## src/rtl/serial_abs_decoder_if.sv

```systemverilog
// serial_abs_decoder_if: valid/ready bundle carrying operands in and sign/magnitude results out
interface serial_abs_decoder_if #(parameter int WIDTH = 32);
    logic             in_valid, in_ready, out_valid, out_ready, out_sign, out_min_neg;
    logic [WIDTH-1:0] in_data, out_mag;
    modport slave(input in_valid, in_data, out_ready,
                  output in_ready, out_valid, out_sign, out_mag, out_min_neg);
    modport master(output in_valid, in_data, out_ready,
                   input in_ready, out_valid, out_sign, out_mag, out_min_neg);
endinterface

```

## src/rtl/serial_abs_decoder.sv

```systemverilog
// serial_abs_decoder: bit-serial two's-complement to sign/magnitude, one bit per clock, LSB first
module serial_abs_decoder #(
    parameter int WIDTH = 32
) (
    input  logic                 clk,
    input  logic                 rst_n,
    serial_abs_decoder_if.slave  io
);
    localparam int CW = $clog2(WIDTH);
    typedef enum logic [1:0] {IDLE, RUN, DONE} state_t;
    state_t           state_q, state_d;
    logic [WIDTH-1:0] shreg_q, shreg_d, mag_q, mag_d;
    logic [CW-1:0]    cnt_q, cnt_d;
    logic             sign_q, sign_d, seen_q, seen_d, rbit;
    always_ff @(posedge clk or negedge rst_n) begin
        if (!rst_n) begin
            state_q <= IDLE;
            shreg_q <= '0;
            mag_q   <= '0;
            cnt_q   <= '0;
            sign_q  <= 1'b0;
            seen_q  <= 1'b0;
        end else begin
            state_q <= state_d;
            shreg_q <= shreg_d;
            mag_q   <= mag_d;
            cnt_q   <= cnt_d;
            sign_q  <= sign_d;
            seen_q  <= seen_d;
        end
    end
    // Negation as "copy up to and including the first 1, then invert"; positives just copy.
    always_comb begin
        state_d = state_q;
        shreg_d = shreg_q;
        mag_d   = mag_q;
        cnt_d   = cnt_q;
        sign_d  = sign_q;
        seen_d  = seen_q;
        rbit    = (sign_q & seen_q) ? ~shreg_q[0] : shreg_q[0];
        case (state_q)
            IDLE: if (io.in_valid) begin
                state_d = RUN;
                shreg_d = io.in_data;
                sign_d  = io.in_data[WIDTH-1];
                cnt_d   = '0;
                seen_d  = 1'b0;
            end
            RUN: begin
                shreg_d = shreg_q >> 1;
                mag_d   = {rbit, mag_q[WIDTH-1:1]};
                seen_d  = seen_q | shreg_q[0];
                cnt_d   = cnt_q + 1'b1;
                state_d = (cnt_q == CW'(WIDTH-1)) ? DONE : RUN;
            end
            DONE:    state_d = io.out_ready ? IDLE : DONE;
            default: state_d = IDLE;
        endcase
    end
    always_comb begin
        io.in_ready  = state_q == IDLE;
        io.out_valid = state_q == DONE;
    end
    assign io.out_sign    = sign_q;
    assign io.out_mag     = mag_q;
    assign io.out_min_neg = sign_q & (mag_q == {1'b1, {(WIDTH-1){1'b0}}});
endmodule

```

## src/flat_wrapper.sv

```systemverilog
// flat-port wrapper written by rule: the top's interface ports become plain ports
module serial_abs_decoder_flat 
#(
    parameter int WIDTH = 32
)
  (clk, rst_n, io_in_valid, io_in_data, io_out_ready, io_in_ready, io_out_valid, io_out_sign, io_out_mag, io_out_min_neg);
  serial_abs_decoder_if #(.WIDTH(WIDTH)) io_i ();
  input  logic clk;
  input  logic rst_n;
  input wire logic [$bits(io_i.in_valid)-1:0] io_in_valid;
  input wire logic [$bits(io_i.in_data)-1:0] io_in_data;
  input wire logic [$bits(io_i.out_ready)-1:0] io_out_ready;
  output wire logic [$bits(io_i.in_ready)-1:0] io_in_ready;
  output wire logic [$bits(io_i.out_valid)-1:0] io_out_valid;
  output wire logic [$bits(io_i.out_sign)-1:0] io_out_sign;
  output wire logic [$bits(io_i.out_mag)-1:0] io_out_mag;
  output wire logic [$bits(io_i.out_min_neg)-1:0] io_out_min_neg;
  assign io_i.in_valid = io_in_valid;
  assign io_i.in_data = io_in_data;
  assign io_i.out_ready = io_out_ready;
  assign io_in_ready = io_i.in_ready;
  assign io_out_valid = io_i.out_valid;
  assign io_out_sign = io_i.out_sign;
  assign io_out_mag = io_i.out_mag;
  assign io_out_min_neg = io_i.out_min_neg;
  serial_abs_decoder #(.WIDTH(WIDTH)) u_core (.clk(clk), .rst_n(rst_n), .io(io_i));
endmodule
```

## config.mk

```make
export PLATFORM = sky130hd
export DESIGN_NAME = serial_abs_decoder_flat
export DESIGN_NICKNAME = d
export VERILOG_FILES = /design/src/rtl/serial_abs_decoder_if.sv /design/src/rtl/serial_abs_decoder.sv /design/src/flat_wrapper.sv
export SDC_FILE = /design/constraint.sdc
export NUM_CORES = 1
export LEC_CHECK = 0
export ABC_AREA = 1
export CAP_MARGIN = 0
export CORE_MARGIN = 2
export CORE_UTILIZATION = 46
export DETAILED_ROUTE_END_ITERATION = 10
export HOLD_SLACK_MARGIN = 0.12
export PLACE_DENSITY = 0.83
export SLEW_MARGIN = 20
export SYNTH_ARGS = -nofsm -noshare
export SYNTH_HDL_FRONTEND = slang
export SYNTH_SLANG_ARGS = --single-unit
```

## constraint.sdc

```tcl
create_clock -name clk -period 1.1 [get_ports clk]
set_input_delay 0.275 -clock clk [delete_from_list [all_inputs] [get_ports clk]]
set_output_delay 0.275 -clock clk [all_outputs]
set_load 0.005 [all_outputs]
```

Fig. 1: run 1, routed metal, one color a layer
Scale: 6 px per um.
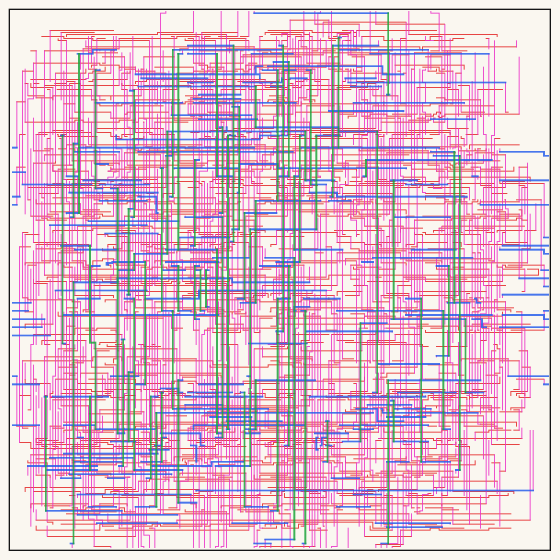
legend:
  magenta:
    layer: M2
    wire_length: 8,680 um
  blue:
    layer: M3
    wire_length: 1,930 um
  green:
    layer: M4
    wire_length: 1,550 um
  red:
    layer: M1
    wire_length: 6,450 um

Fig. 2: run 1, signal wires on met4
Scale: 6 px per um. Supply wires on this layer in gray. Cells faint in the background.
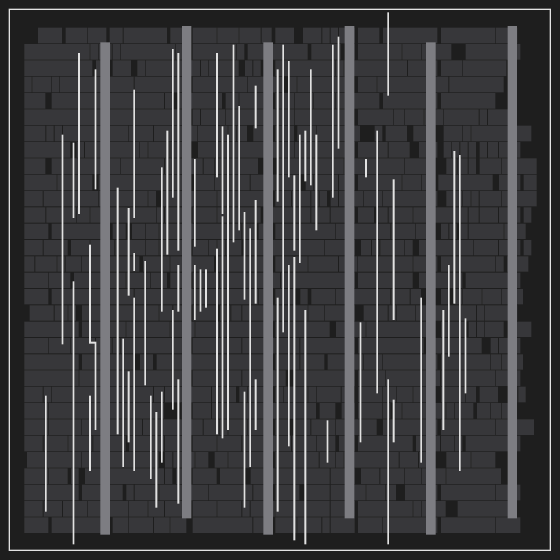
longest straight run: 52.4 um
wire length on this layer: 1,550 um

Fig. 3: run 1, local utilization
Scale: 4 px per um. The die is cut into 9 by 9 equal tiles; white is low, dark blue is high, 0 to 100% covered.
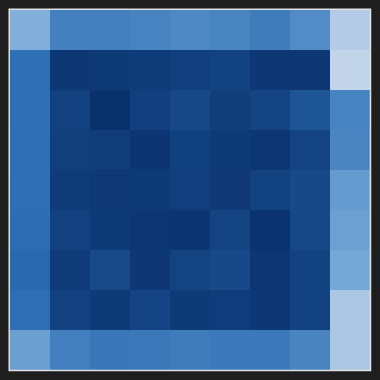
densest ninth of the die: center
tiles over 75% full: 64%
mean over tiles: 82%
fullest tile: 100%

==> results_slide.txt, run 1 <==
Physical Implementation Snapshot

Status
  – Result of the run: finished with violations
  – Violations in the final reports: negative setup slack

Floorplanning
  – Number of placed I/O pins: 72
  – Height of the chip: 89.9 um
  – Number of well taps: 99
  – Die footprint: 8090 um^2

Timing
  – Worst Max-Slew Pin Slew: 0.378 ns
  – Relative max-transition margin: 74.8%
  – Hold Violations, Final: 0
  – PnR worst setup slack: -0.831 ns
  – Max-slew violation total from the final report: 0
  – Number of setup violations in the final report: 109
  – Final Cycle Share: 176%

Synth
  – Number of warnings issued by yosys: 0
  – Count of distinct cell types in the synthesized netlist: 20
  – Biggest area consumer among synthesized cells: sky130_fd_sc_hd__dfrtp_1
  – Synthesized area per cell: 8.45 um^2

Setup path
  – Worst-path maximum fanout: 2
  – CP endpoint: io_out_min_neg
  – Required arrival time at the worst endpoint: 0.82 ns
  – Total number of cells along the worst setup path: 6
  – Buf+Inv Stages, Crit Path: 1
  – Category of the worst setup path capture point: output pin
  – Cell at the slowest stage of the critical path: sky130_fd_sc_hd__dfrtp_1
  – Count of cells along the worst register-to-register path: 10

Hold path
  – Worst hold path class: in -> async

Run
  – Warning total across the stage logs: 30
  – Number of maximum-capacitance violations: 0

Clock network
  – Number of setup buffers added after CTS: 47
  – # H-tree levels: 3
  – TritonCTS Sinks: 73
  – Clock tree from TritonCTS: built
  – Cts repair resizes: 381

Cells and area
  – Post-route core utilization: 93.3%
  – Non-Clock Buffer Count: 187
  – Highest-count cells in the layout ignoring fill and taps: 80 x sky130_fd_sc_hd__buf_6, 73 x sky130_fd_sc_hd__dfrtp_1, 62 x sky130_fd_sc_hd__o21ai_2, 56 x sky130_fd_sc_hd__nand2_1, 51 x sky130_fd_sc_hd__inv_1
  – Flop share of the area: 27.1%

Routing
  – Met3 wire len: 1930 um
  – Top layer used by detailed routing: met4
  – DR iter-0 viols: 386
  – Total length of routed met2 wires: 8680 um

Power
  – Post-layout power: 0.0230 W
  – Largest power group: combinational cells
  – Clock power frac: 10.8%

Global route
  – Met2 Usage GRT: 63.6%

Placement
  – Placed Instances: 598
Fig. 4: run 1, clock routing
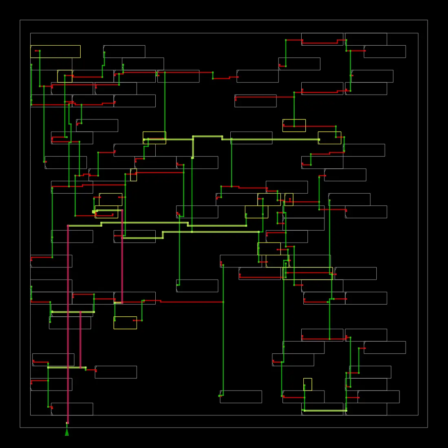

## Run 2: what changed since run 1
GPL_TIMING_DRIVEN = 0   (was unset)
Fig. 5: run 2, clock routing
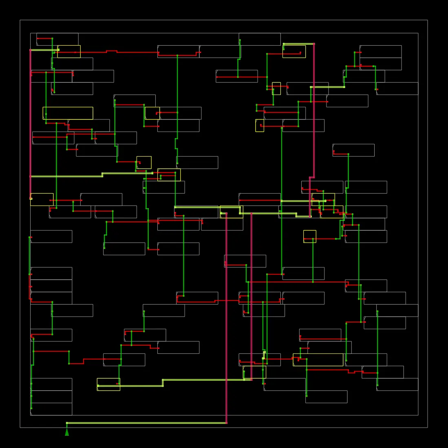
Power Clock: 0.00251 W
TritonCTS Sinks: 73

Fig. 6: run 2, signal wires on met4
Scale: 6 px per um. Supply wires on this layer in gray. Cells faint in the background.
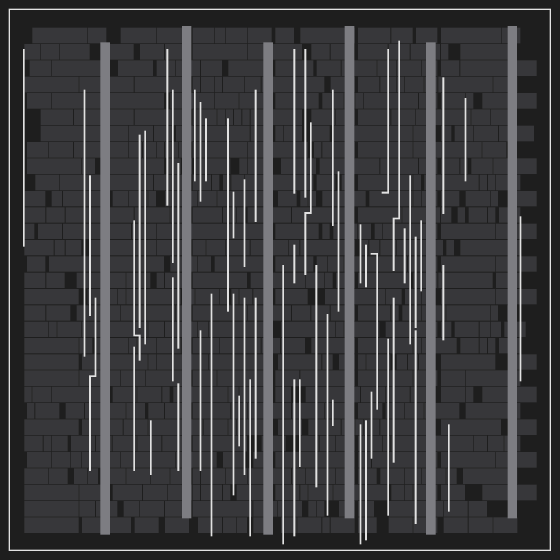
wirelength, routed: 17,700 um
via count of the routed design: 4,045

==> results_slide.txt, run 2 <==
Physical Implementation Snapshot

Status
  – Result of the run: finished with violations
  – Violations in the final reports: negative setup slack

Timing
  – Number of setup violations in the final report: 109 (unchanged)
  – PnR worst setup slack: -0.851 ns (-0.0197 ns)
  – Relative max-transition margin: 80.0% (+5.2 points)
  – Worst Max-Slew Pin Slew: 0.300 ns (-0.0779 ns)
  – Hold Violations, Final: 0 (unchanged)

Floorplanning
  – Height of the chip: 89.9 um (unchanged)

Setup path
  – Worst-path maximum fanout: 3 (+1)
  – Required arrival time at the worst endpoint: 0.82 ns (about the same)
  – Count of cells along the worst register-to-register path: 9 (-1)
  – Total number of cells along the worst setup path: 5 (-1)
  – CP endpoint: io_out_min_neg
  – Category of the worst setup path capture point: output pin
  – Buf+Inv Stages, Crit Path: 2 (+1)

Routing
  – Total length of routed met2 wires: 8660 um (-0.32%)
  – Met3 wire len: 1520 um (-21%)

Clock network
  – Clock tree from TritonCTS: built
  – Cts repair resizes: 384 (+0.79%)

Run
  – Warning total across the stage logs: 29 (-3.3%)
  – Number of maximum-capacitance violations: 0 (unchanged)

Hold path
  – Worst hold path class: in -> async

Global route
  – Met2 Usage GRT: 59.6% (-4.0 points)

Synth
  – Biggest area consumer among synthesized cells: sky130_fd_sc_hd__dfrtp_1
  – Count of distinct cell types in the synthesized netlist: 20 (unchanged)
  – Synthesized area per cell: 8.45 um^2 (unchanged)

Cells and area
  – Non-Clock Buffer Count: 183 (-2.1%)

Power
  – Largest power group: combinational cells
Fig. 7: run 2, sequential cells grouped by signal name
Scale: 6 px per um. Other sequential cells in the stronger gray, the rest of the logic in the fainter gray.
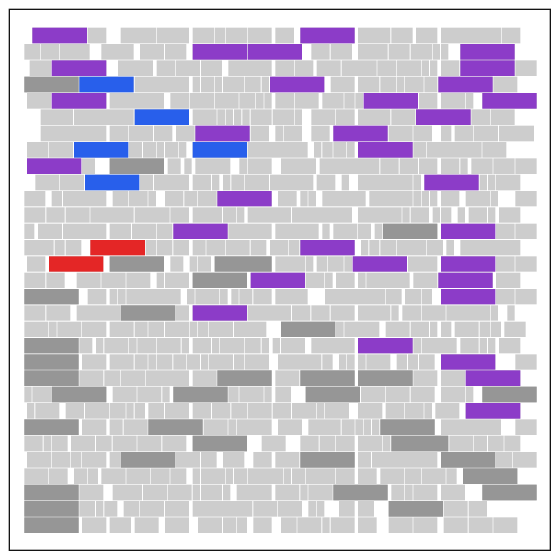

## Run 3: what changed since run 2
CORE_ASPECT_RATIO = 0.75   (was unset)
GPL_TIMING_DRIVEN = unset   (was 0)
Fig. 8: run 3, sequential cells grouped by signal name
Scale: 4 px per um. Other sequential cells in the stronger gray, the rest of the logic in the fainter gray.
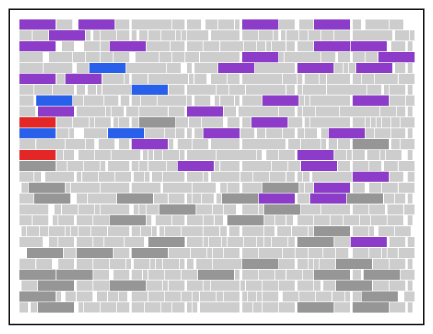
legend:
  red:
    signal: u_core.state_q
    sequential_cells: 2
  purple:
    signal: u_core.shreg_q
    sequential_cells: 32
  blue:
    signal: u_core.cnt_q
    sequential_cells: 5

Fig. 9: run 3, local utilization
Scale: 4 px per um. The die is cut into 10 by 8 equal tiles; white is low, dark blue is high, 0 to 100% covered.
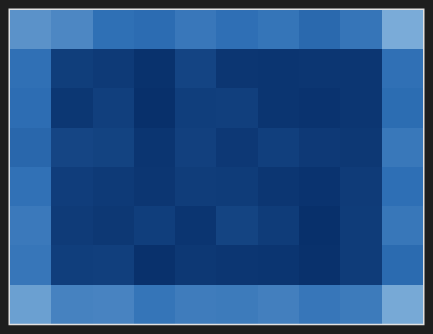
FP Util: 46.8%
post-route core utilization: 97.2%

==> results_slide.txt, run 3 <==
Physical Implementation Snapshot

Timing
  – Hold Violations, Final: 0 (unchanged)
  – PnR worst setup slack: -0.760 ns (+0.0907 ns)
  – Number of setup violations in the final report: 109 (unchanged)
  – Relative max-transition margin: 77.2% (-2.8 points)
  – Worst Max-Slew Pin Slew: 0.343 ns (+0.0425 ns)

Floorplanning
  – Core footprint: 7260 um^2
  – Height of the chip: 78.4 um (-13%)

Power
  – Largest power group: combinational cells

Setup path
  – CP endpoint: io_out_min_neg
  – Category of the worst setup path capture point: output pin
  – Count of cells along the worst register-to-register path: 11 (+2)
  – Buf+Inv Stages, Crit Path: 2 (unchanged)
  – Category of the critical setup timing path: reg -> out
  – Total number of cells along the worst setup path: 6 (+1)
  – Worst-path maximum fanout: 2 (-1)
  – Required arrival time at the worst endpoint: 0.82 ns (about the same)

Synth
  – Count of distinct cell types in the synthesized netlist: 20 (unchanged)
  – Synthesized area per cell: 8.45 um^2 (unchanged)
  – Yosys top cell by instances: sky130_fd_sc_hd__nand2_1
  – Top cells by area: sky130_fd_sc_hd__dfrtp_1 54%, sky130_fd_sc_hd__nand2_1 13%, sky130_fd_sc_hd__o21ai_0 9.7%, sky130_fd_sc_hd__inv_1 6.1%, sky130_fd_sc_hd__buf_6 4.3%

Hold path
  – Worst hold path class: in -> async

Global route
  – Met2 Usage GRT: 56.9% (-2.6 points)

Routing
  – Via count of the routed design: 4,208 (+4.0%)
  – Total length of routed met2 wires: 8930 um (+3.2%)
  – Met3 wire len: 1890 um (+24%)

Status
  – Violations in the final reports: negative setup slack
  – Result of the run: finished with violations

Run
  – Number of maximum-capacitance violations: 0 (unchanged)
  – Warning total across the stage logs: 29 (unchanged)

Clock network
  – Cts repair resizes: 400 (+4.2%)
  – TritonCTS Sinks: 73 (unchanged)
  – Clock tree from TritonCTS: built
  – Hold buffer count at cts: 1

Cells and area
  – Non-Clock Buffer Count: 199 (+8.7%)
  – Number of multi-input combinational cells: 253
No activity file was given, so power comes from the tool's default toggle rates.
